===== config.mk =====
export PLATFORM = sky130hd
export DESIGN_NAME = alu_arbiter
export DESIGN_NICKNAME = d
export VERILOG_FILES = /design/src/rtl/alu_arbiter.sv
export SDC_FILE = /design/constraint.sdc
export NUM_CORES = 1
export LEC_CHECK = 0
export CORE_MARGIN = 8
export CORE_UTILIZATION = 42
export DETAILED_ROUTE_END_ITERATION = 10
export PLACE_DENSITY = 0.85
export RECOVER_POWER = 50
export SYNTH_ARGS = -nofsm -noshare
export SYNTH_HDL_FRONTEND = slang
export SYNTH_SLANG_ARGS = --single-unit

===== constraint.sdc =====
create_clock -name clk -period 3.4 [get_ports clk]
set_clock_uncertainty 0.15 [all_clocks]
set_input_delay 1.02 -clock clk [delete_from_list [all_inputs] [get_ports clk]]
set_output_delay 1.02 -clock clk [all_outputs]
set_load 0.005 [all_outputs]

===== src/rtl/alu_arbiter.sv =====
// Two-requester arbiter in front of the shared 16-bit ALU: accept, one EXEC cycle, held response.
// Define ALU_ARB_RR_EN for round-robin arbitration; otherwise requester 0 has fixed priority.
module alu_arbiter #(
    parameter int WIDTH = 16
) (
    input  logic             clk,
    input  logic             rst,
    input  logic             req0_valid,
    output logic             req0_ready,
    input  logic [1:0]       req0_op,
    input  logic [WIDTH-1:0] req0_a,
    input  logic [WIDTH-1:0] req0_b,
    input  logic             req1_valid,
    output logic             req1_ready,
    input  logic [1:0]       req1_op,
    input  logic [WIDTH-1:0] req1_a,
    input  logic [WIDTH-1:0] req1_b,
    output logic [1:0]       alu_op,
    output logic [WIDTH-1:0] alu_a,
    output logic [WIDTH-1:0] alu_b,
    input  logic [WIDTH-1:0] alu_result,
    input  logic [1:0]       alu_flags,
    output logic             resp_valid,
    input  logic             resp_ready,
    output logic             resp_id,
    output logic [WIDTH-1:0] resp_result,
    output logic [1:0]       resp_flags
);

    typedef enum logic [1:0] {IDLE, EXEC, RESP} state_t;

    state_t           state_q, state_d;
    logic [1:0]       op_q, op_d;
    logic [WIDTH-1:0] a_q, a_d, b_q, b_d;
    logic             id_q, id_d;
    logic             resp_id_q, resp_id_d;
    logic [WIDTH-1:0] resp_result_q, resp_result_d;
    logic [1:0]       resp_flags_q, resp_flags_d;
    logic             prio0, grant0, grant1, accept;

    // eq only reports through the zero flag, so its data result is discarded.
    function automatic logic [WIDTH-1:0] mask_result(input logic [1:0] op, input logic [WIDTH-1:0] r);
        return (op == 2'b10) ? '0 : r;
    endfunction

    function automatic logic [1:0] mask_flags(input logic [1:0] op, input logic [1:0] f);
        return {(op == 2'b00) & f[1], (op != 2'b01) & f[0]};
    endfunction

`ifdef ALU_ARB_RR_EN
    logic last_q, last_d;

    // Pointer starts at 1 so requester 0 wins the first contested grant.
    always_ff @(posedge clk or posedge rst) begin
        if (rst) last_q <= 1'b1;
        else     last_q <= last_d;
    end

    always_comb begin
        last_d = last_q;
        if (accept) last_d = grant1;
    end

    assign prio0 = last_q;
`else
    assign prio0 = 1'b1;
`endif

    assign grant0 = req0_valid && (!req1_valid || prio0);
    assign grant1 = req1_valid && !grant0;
    assign accept = req0_ready || req1_ready;

    always_ff @(posedge clk or posedge rst) begin
        if (rst) begin
            state_q       <= IDLE;
            op_q          <= '0;
            a_q           <= '0;
            b_q           <= '0;
            id_q          <= 1'b0;
            resp_id_q     <= 1'b0;
            resp_result_q <= '0;
            resp_flags_q  <= '0;
        end else begin
            state_q       <= state_d;
            op_q          <= op_d;
            a_q           <= a_d;
            b_q           <= b_d;
            id_q          <= id_d;
            resp_id_q     <= resp_id_d;
            resp_result_q <= resp_result_d;
            resp_flags_q  <= resp_flags_d;
        end
    end

    always_comb begin
        state_d       = state_q;
        op_d          = op_q;
        a_d           = a_q;
        b_d           = b_q;
        id_d          = id_q;
        resp_id_d     = resp_id_q;
        resp_result_d = resp_result_q;
        resp_flags_d  = resp_flags_q;
        case (state_q)
            IDLE: if (accept) begin
                state_d = EXEC;
                op_d    = grant1 ? req1_op : req0_op;
                a_d     = grant1 ? req1_a  : req0_a;
                b_d     = grant1 ? req1_b  : req0_b;
                id_d    = grant1;
            end
            EXEC: begin
                state_d       = RESP;
                resp_id_d     = id_q;
                resp_result_d = mask_result(op_q, alu_result);
                resp_flags_d  = mask_flags(op_q, alu_flags);
            end
            RESP: if (resp_ready) state_d = IDLE;
            default: state_d = IDLE;
        endcase
    end

    always_comb begin
        req0_ready = !rst && (state_q == IDLE) && grant0;
        req1_ready = !rst && (state_q == IDLE) && grant1;
        resp_valid = (state_q == RESP);
    end

    assign alu_op      = op_q;
    assign alu_a       = a_q;
    assign alu_b       = b_q;
    assign resp_id     = resp_id_q;
    assign resp_result = resp_result_q;
    assign resp_flags  = resp_flags_q;

endmodule


==> design notes, run 1 <==
The flow ran to the end, and the final reports show no timing, DRC or antenna violations. In this run, distinct cell masters in the synthesized netlist total 22. The report lists the cells along the critical path as clkdlybuf4s50_1, nand2b_2, nor4_1, dlygate4sd2_1. The run gives 2230 ps as the critical path data required time. Per the detail_route report, the via count comes to 2030. Top cell type's share of synthesized area: 51.0%.

The tightest min-delay check is of the flip-flop to flip-flop type. For the number of cells in the design after placement, the log shows 391. The post-CTS setup repair buffer count is 8. After synthesis, the largest family of logic cells by area is multiplexers. In the final layout, flip-flops and latches take up 31.8% of the cell area.

Once layout is complete, the utilization of the core stands at 69.3%. Pins over their slew limit in the final report were tallied at 0. The tools report the worst hold path startpoint as resp_flags[0]$_DFFE_PP0N_. Setup repair after global routing left no endpoint under its margin.

The number of cells on the worst hold path is listed as 2. The largest stage delay on the critical path was 410 ps. For the half-perimeter wire length of the detailed placement result, the log shows 5.82 mm. The primary flip-flop cell chosen by synthesis mapping was dfrtp_1.

By count the netlist is led by dfrtp_1, mux2_4, a22o_1. The run reported a max-capacitance violation count of 0.

The maximum fanout along the worst path is 2. The detailed router used layers up to and including met4. The worst setup path is launched from an input pin. The run gives 147 as the number of placed I/O pins.

The layout report lists the non-clock buffer share of cell area as 35.7%. The number of non-clock inverters in the layout works out to 3. Setup slack on the worst path after placement came out at -160 ps. The run gives 300 ps for the clock latency of the later-clocked register in the worst-skew pair.

Summed over all instances, the cell type with the most area after synthesis is dfrtp_1. The run gives 2.91 mm as the wire length the detailed router placed on met1. The run gives 167 ps for the setup slack after layout. Detailed-route iteration 0 reported a violation count of 36. Looking at the reg2reg group, the worst path ends at alu_a[7]$_DFFE_PP0P_.

The maximum clock insertion buffer count is 2. The worst hold slack across all endpoints is 336 ps. Among logic cells in the layout, the one with the most instances is clkdlybuf4s50_1.

The run gives 2.08% for the clock network area share. The run gives 2060 ps as the signal arrival time at the worst endpoint. The largest cell class by area was non-clock buffers. Multi-input gates account for 27.9% of the area. Per the GRT congestion report, total overflow comes to 0. The worst-case reg-to-reg setup slack stands at 800 ps. Counting the fill cells in the layout gives 469.

Per the detail_route log, met2 wirelength is 3.96 mm. The placement stage leaves a total instance area of 4270 um^2. Static timing analysis puts the maximum clock frequency at 309 MHz.

The number of clock buffers added by TritonCTS is 5. The tools report the total routing usage reported by global routing as 16.0%. Post-CTS repair changed the size of 3 cells.

The number of sinks on the clock net was 56. The post-cts hold buffer count was 0; the fraction of layout cells with a size suffix above 1 was 28.8%.

The multiplexer share of the synthesized area came out at 35.8%. The tools report the routability-driven placement congestion ratio as 0.680.
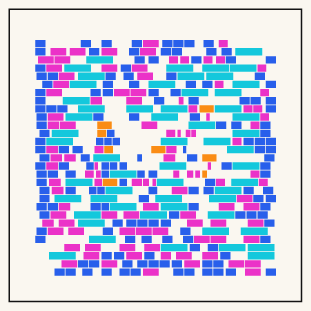
Fig. 1. Cells colored by class (run 1).
Scale: 3 px per um.
| color | class | cells |
|---|---|---|
| blue | other buffers and delay cells | 162 |
| orange | clock drivers and dummy loads | 8 |
| magenta | all other logic | 104 |
| cyan | flip-flops | 56 |

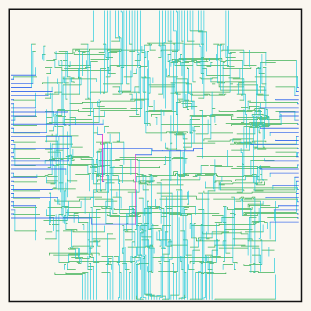
Fig. 2. Signal wires by layer (run 1).
Scale: 3 px per um.
| color | layer | wire length |
|---|---|---|
| green | met1 | 2910 um |
| cyan | met2 | 3960 um |
| blue | met3 | 523 um |
| magenta | met4 | 38.8 um |

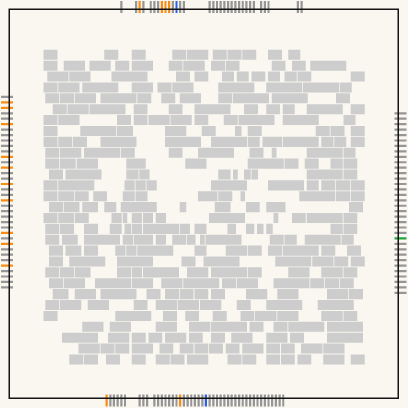
Fig. 3. I/O pins on the die edge (run 1).
Scale: 4 px per um. Pins as bars across the die edge, other pins in gray.
| color | port | pins | direction | edge |
|---|---|---|---|---|
| blue | req0_op | 2 | input | 1 south, 1 north |
| orange | req1_a | 16 | input | 10 west, 4 north, 2 south |
| green | resp_ready | 1 | input | east |
all pins by edge: 45 south, 36 west, 34 east, 32 north
Buffers on Ports: 146
x dimension of the die: 96.9 um
Vert. Die Dim: 96.9 um

## Run 2: what changed since run 1
--- a/config.mk
+++ b/config.mk
@@ -5,6 +5,8 @@
 export SDC_FILE = /design/constraint.sdc
 export NUM_CORES = 1
 export LEC_CHECK = 0
+export CAP_MARGIN = 30
+export CORE_ASPECT_RATIO = 1.25
 export CORE_MARGIN = 8
 export CORE_UTILIZATION = 42
 export DETAILED_ROUTE_END_ITERATION = 10
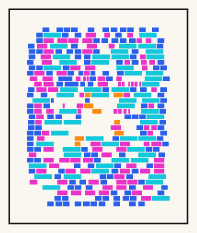
Fig. 4. Cells colored by class (run 2).
Scale: 2 px per um.
| color | class | cells |
|---|---|---|
| cyan | flip-flops | 56 |
| magenta | all other logic | 104 |
| blue | other buffers and delay cells | 153 |
| orange | clock drivers and dummy loads | 8 |

==> run 2 against run 1 <==
Effect of this change:
- register-to-register slack improved by 70 ps
- final area fell by 0.60%
- via count fell by 3.6%
- synthesized area did not move
- die size rose by 0.18%
- sequential share of layout area rose by 0.19 points
- setup slack got worse by 7.4 ps
- utilization fell by 1.4 points
==> design notes, run 2 <==
The flow ran to the end, and the final reports show no timing, DRC or antenna violations. The main area contributors are dfrtp_1, mux2_4, a22o_1.

Across all hold checks on the routed design, the worst slack comes to 349 ps. Length of routed met3 wiring: 547 um. The final layout report lists a non-clock inverter count of 3.

The core region is 6440 um^2. Of the post-synthesis cell area, the dominant cell type holds 51.0%. Post-cts gate resize count: 2.

The max-slew check reports its worst relative slack as 22.3%. The final layout report lists a non-clock buffer count of 153. The gate-level netlist out of Yosys references 22 unique cell types.

The run gives 56 for the number of sinks on the clock net. The clock latency of the later-clocked register in the worst-skew pair is 300 ps. Compared with the post-synthesis result, the final layout area differs by 59.2%.

The tools report the count of max-cap constraint violations as 0. The area used by multi-input combinational logic was 1220 um^2; the routability-driven placement congestion ratio was 0.709. Grouping non-sequential cells by family puts the most area in multiplexers.

Input and output buffers added on the ports amount to 146. Measured against the total synthesized area, the mux share comes to 35.8%. The total congestion overflow is 0, and the maximum fanout along the worst path is 2. According to the Yosys statistics, the synthesized design has a chip area of 2750 um^2. Along the worst hold path, the cell count comes to 2. The tools report the sort of element at the start of the critical path as an input pin. Summed over all instances, the cell type with the most area after synthesis is dfrtp_1. The standard cell area after detailed placement is 4300 um^2.

From left edge to right edge, the die measures 88.3 um. Per the timing report, the achievable frequency comes out to 309 MHz. The path class of the tightest hold or removal check is flip-flop to flip-flop. The clock network takes up 2.17% of total cell area after layout. The number of placement rows is 33, and the part of the Yosys area used for sequential elements is 51.0%. STA puts the critical path data required time at 2230 ps. The buffer share of cell area is 35.1%. 147 I/O pins were placed.

Setup repair after global routing left no endpoint under its margin. The worst register-to-register path begins at state_q[1]$_DFFE_PP0P_. STA lists the endpoint of the worst register-to-register path as resp_result[1]$_DFFE_PP0N_. The logs give 16.4% for the total routing usage reported by global routing and 87 for the well-tap cell count.

Detailed-route iteration 0 reported a violation count of 34. The logs give 2.69 mm for the wire length the detailed router placed on met1 and 0 for the number of max-slew violations in the final report. Yosys reported that registers with async set or reset make up 100%. In this run, CTS created clock tree buffers numbering 5.

The post-route netlist has 26.5% of its cells at a drive strength greater than 1. The worst hold path startpoint was resp_flags[0]$_DFFE_PP0N_. In this run the vertical extent of the chip is 106 um.

The half-perimeter wire length of the detailed placement result was 6.16 mm. Per the layout area report, the combinational fraction of cell area is 28.0%. For the sum of negative setup slack, the log shows 0 ps.

Looking at the cell usage after synthesis, the top flip-flop cell is dfrtp_1. For reference, the top cells by count after synthesis are dfrtp_1, mux2_4, a22o_1. The uppermost metal layer occupied by signal nets is met4. The maximum clock insertion buffer count was 2; the overall via count from detail_route was 1957. In this run the register-to-register setup slack is 870 ps. The layout filler cell count came out at 511. Per the cell usage report, the commonest logic cell in the layout is clkdlybuf4s50_1. The share of cell area taken by flip-flops and latches was 32.0%. The critical path goes through clkdlybuf4s50_1, nand2b_2, nor4_1, dlygate4sd2_1. Per the post-CTS timing run, clock transition at the registers of the reported paths is 100 ps.

In this run the post-CTS setup repair buffer count came out at 0. Data on the critical path arrives at its endpoint at 2070 ps. Per the detail_route log, met2 wirelength is 4.28 mm. The pre-CTS setup slack was -155 ps. The final core area utilization came out at 67.9%. Number of cells in the design after placement: 400.

For this design, the CTS-stage hold fixing added 0 buffers. The biggest slice of the area belongs to non-clock buffers. After routing the design area is 4370 um^2.

For this run, the slowest stage of the critical path takes 410 ps. The run gives 159 ps as the setup slack after layout.
## Run 3: what changed since run 2
--- a/config.mk
+++ b/config.mk
@@ -5,6 +5,7 @@
 export SDC_FILE = /design/constraint.sdc
 export NUM_CORES = 1
 export LEC_CHECK = 0
+export ABC_AREA = 0
 export CAP_MARGIN = 30
 export CORE_ASPECT_RATIO = 1.25
 export CORE_MARGIN = 8
==> constraint.sdc (replaced) <==
create_clock -name clk -period 3.4 [get_ports clk]
set_clock_uncertainty 0.15 [all_clocks]
set_input_delay 1.02 -clock clk [delete_from_list [all_inputs] [get_ports clk]]
set_output_delay 1.02 -clock clk [all_outputs]
set_load 0.1 [all_outputs]
==> run 3 against run 2 <==
Effect of this change:
- count of clock-buffer cells in the layout rose by 1
- flip-flop count did not move
- global-route usage rose by 0.18 points
==> design notes, run 3 <==
The instance count along the most critical hold path works out to 1. The well-tap cell count was 87. The run finished with clean final reports. Primary flip-flop cell chosen by synthesis mapping: dfrtp_1. For reference, the top logic cell family by area is multiplexers. The CTS log lists the clock sinks for this run as 56. The final timing report gives a worst setup slack of 104 ps.

The run gives 4 for the path depth of the worst reg2reg path. For the worst hold slack across all endpoints, the log shows 367 ps. The final core area utilization came out at 65.2%.

The routed design shows a wire length per standard cell of 18.7 um. The library cell used most frequently in the layout, excluding fill and tap cells, is clkdlybuf4s50_1. After clock tree synthesis, the setup repair step added 0 buffers.

For this block, wires on met1 add up to 2.79 mm. Per the skew report, the later register of the worst-skew pair sees a clock latency of 300 ps. Counting instances in the post-synthesis netlist gives the leading cell types as dfrtp_1, mux2_4, a22o_1. The number of I/O port buffers was 146; the part of the cycle the worst path needs was 97.0%. The layout overhead on the synthesized area is 52.7%. Looking at hold timing, the worst path starts from resp_result[3]$_DFFE_PP0N_. After layout, the buffer instance count without clock buffers stands at 153.

The via count of the first global-routing pass was 2221; the number of cells in the design after placement was 400. The HPWL after detailed placement is 6.13 mm. Traced cell by cell, the critical path runs through clkdlybuf4s50_1, nor3_2, and2_2, buf_12.

The report lists the number of cells resized after CTS as 0. For the summed area of non-filler cells in the final layout, the log shows 4200 um^2. Based on the critical path, the design can be clocked at up to 303 MHz.

Maximum clock insertion buffer count: 2. Per Yosys stat, the portion of area used by sequential elements is 51.0%. The critical path data required time came out at 2230 ps. The run gives 4.28 mm as the routed length on met2. Yosys reports a chip area of 2750 um^2. The total routing usage reported by global routing was 16.6%.

Recorded from the global router log, the overflow total was 0. Per the synthesis report, the dominant area consumer among library cells is dfrtp_1.

The fraction of layout cells with a size suffix above 1 is 40.6%. The clock transition at the registers of the reported paths came out at 90 ps.

Classification of the worst-slack hold path: flip-flop to flip-flop. For the worst reg-to-reg path, the endpoint reported by OpenROAD is resp_result[0]$_DFFE_PP0N_.

Pins over their slew limit in the final report were tallied at 0. Summed over its instances, the top area cell type makes up 51.0% of the synthesized netlist area. The sum of negative setup slack was 0 ps; the remaining max-slew budget at the tightest pin was 18.2%.

For the area used by multi-input combinational logic, the log shows 1240 um^2. Max-cap violations in this run came to 0. The final hold violation count recorded for this run is 0. Per the detail_route report, the via count comes to 1972. With the standard cell area after detailed placement at 4160 um^2, the layout filler cell count is 528.

Routed signal wires occupy layers up through met4. The clock network area share works out to 1.85%. Number of placed I/O pins: 147. For this run, the slowest stage of the critical path takes 490 ps.

Unique cell type count in the Yosys netlist: 22. Non-clock inverters in the final layout number 3. The number of placement rows was 33. With the height of the chip at 106 um, the simple-gate area share of the yosys netlist is 2.00%. The run gives 95 as the violation tally from detailed-route iteration zero.

Sequential cells make up 33.4% of the cell area. Async set or reset register ratio after synthesis: 100%. The sort of element at the start of the critical path was an input pin. The placement summary gives the final routability congestion estimate as 0.729.

After synthesis, the cell types taking the most area are dfrtp_1, mux2_4, a22o_1. Setup repair after global routing left no endpoint under its margin. Across the whole layout, multi-input logic makes up 29.5% of the cell area. The horizontal die dimension reported for this design is 88.3 um. The run gives 3 for the maximum fanout along the worst path. In the synthesized netlist, mux cells make up 35.8% of the area.

Hold repair after CTS inserted 0 buffers. The tools report the area of the placeable core as 6440 um^2. The buffer share of cell area was 32.3%.

Per the post-place timing report, worst setup slack is 97.0 ps.

Per the area breakdown, the dominant cell category is flip-flops and latches.
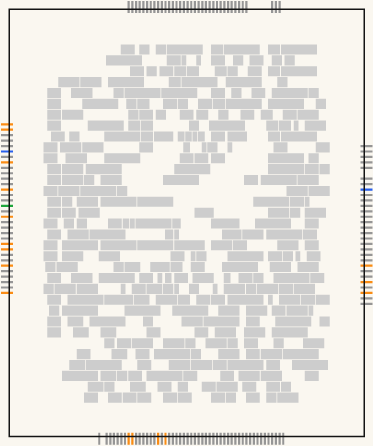
Fig. 5. I/O pins on the die edge (run 3).
Scale: 4 px per um. Pins as bars across the die edge, other pins in gray.
| color | port | pins | direction | edge |
|---|---|---|---|---|
| green | resp_ready | 1 | input | west |
| blue | req0_op | 2 | input | 1 east, 1 west |
| orange | req1_a | 16 | input | 9 west, 4 south, 3 east |

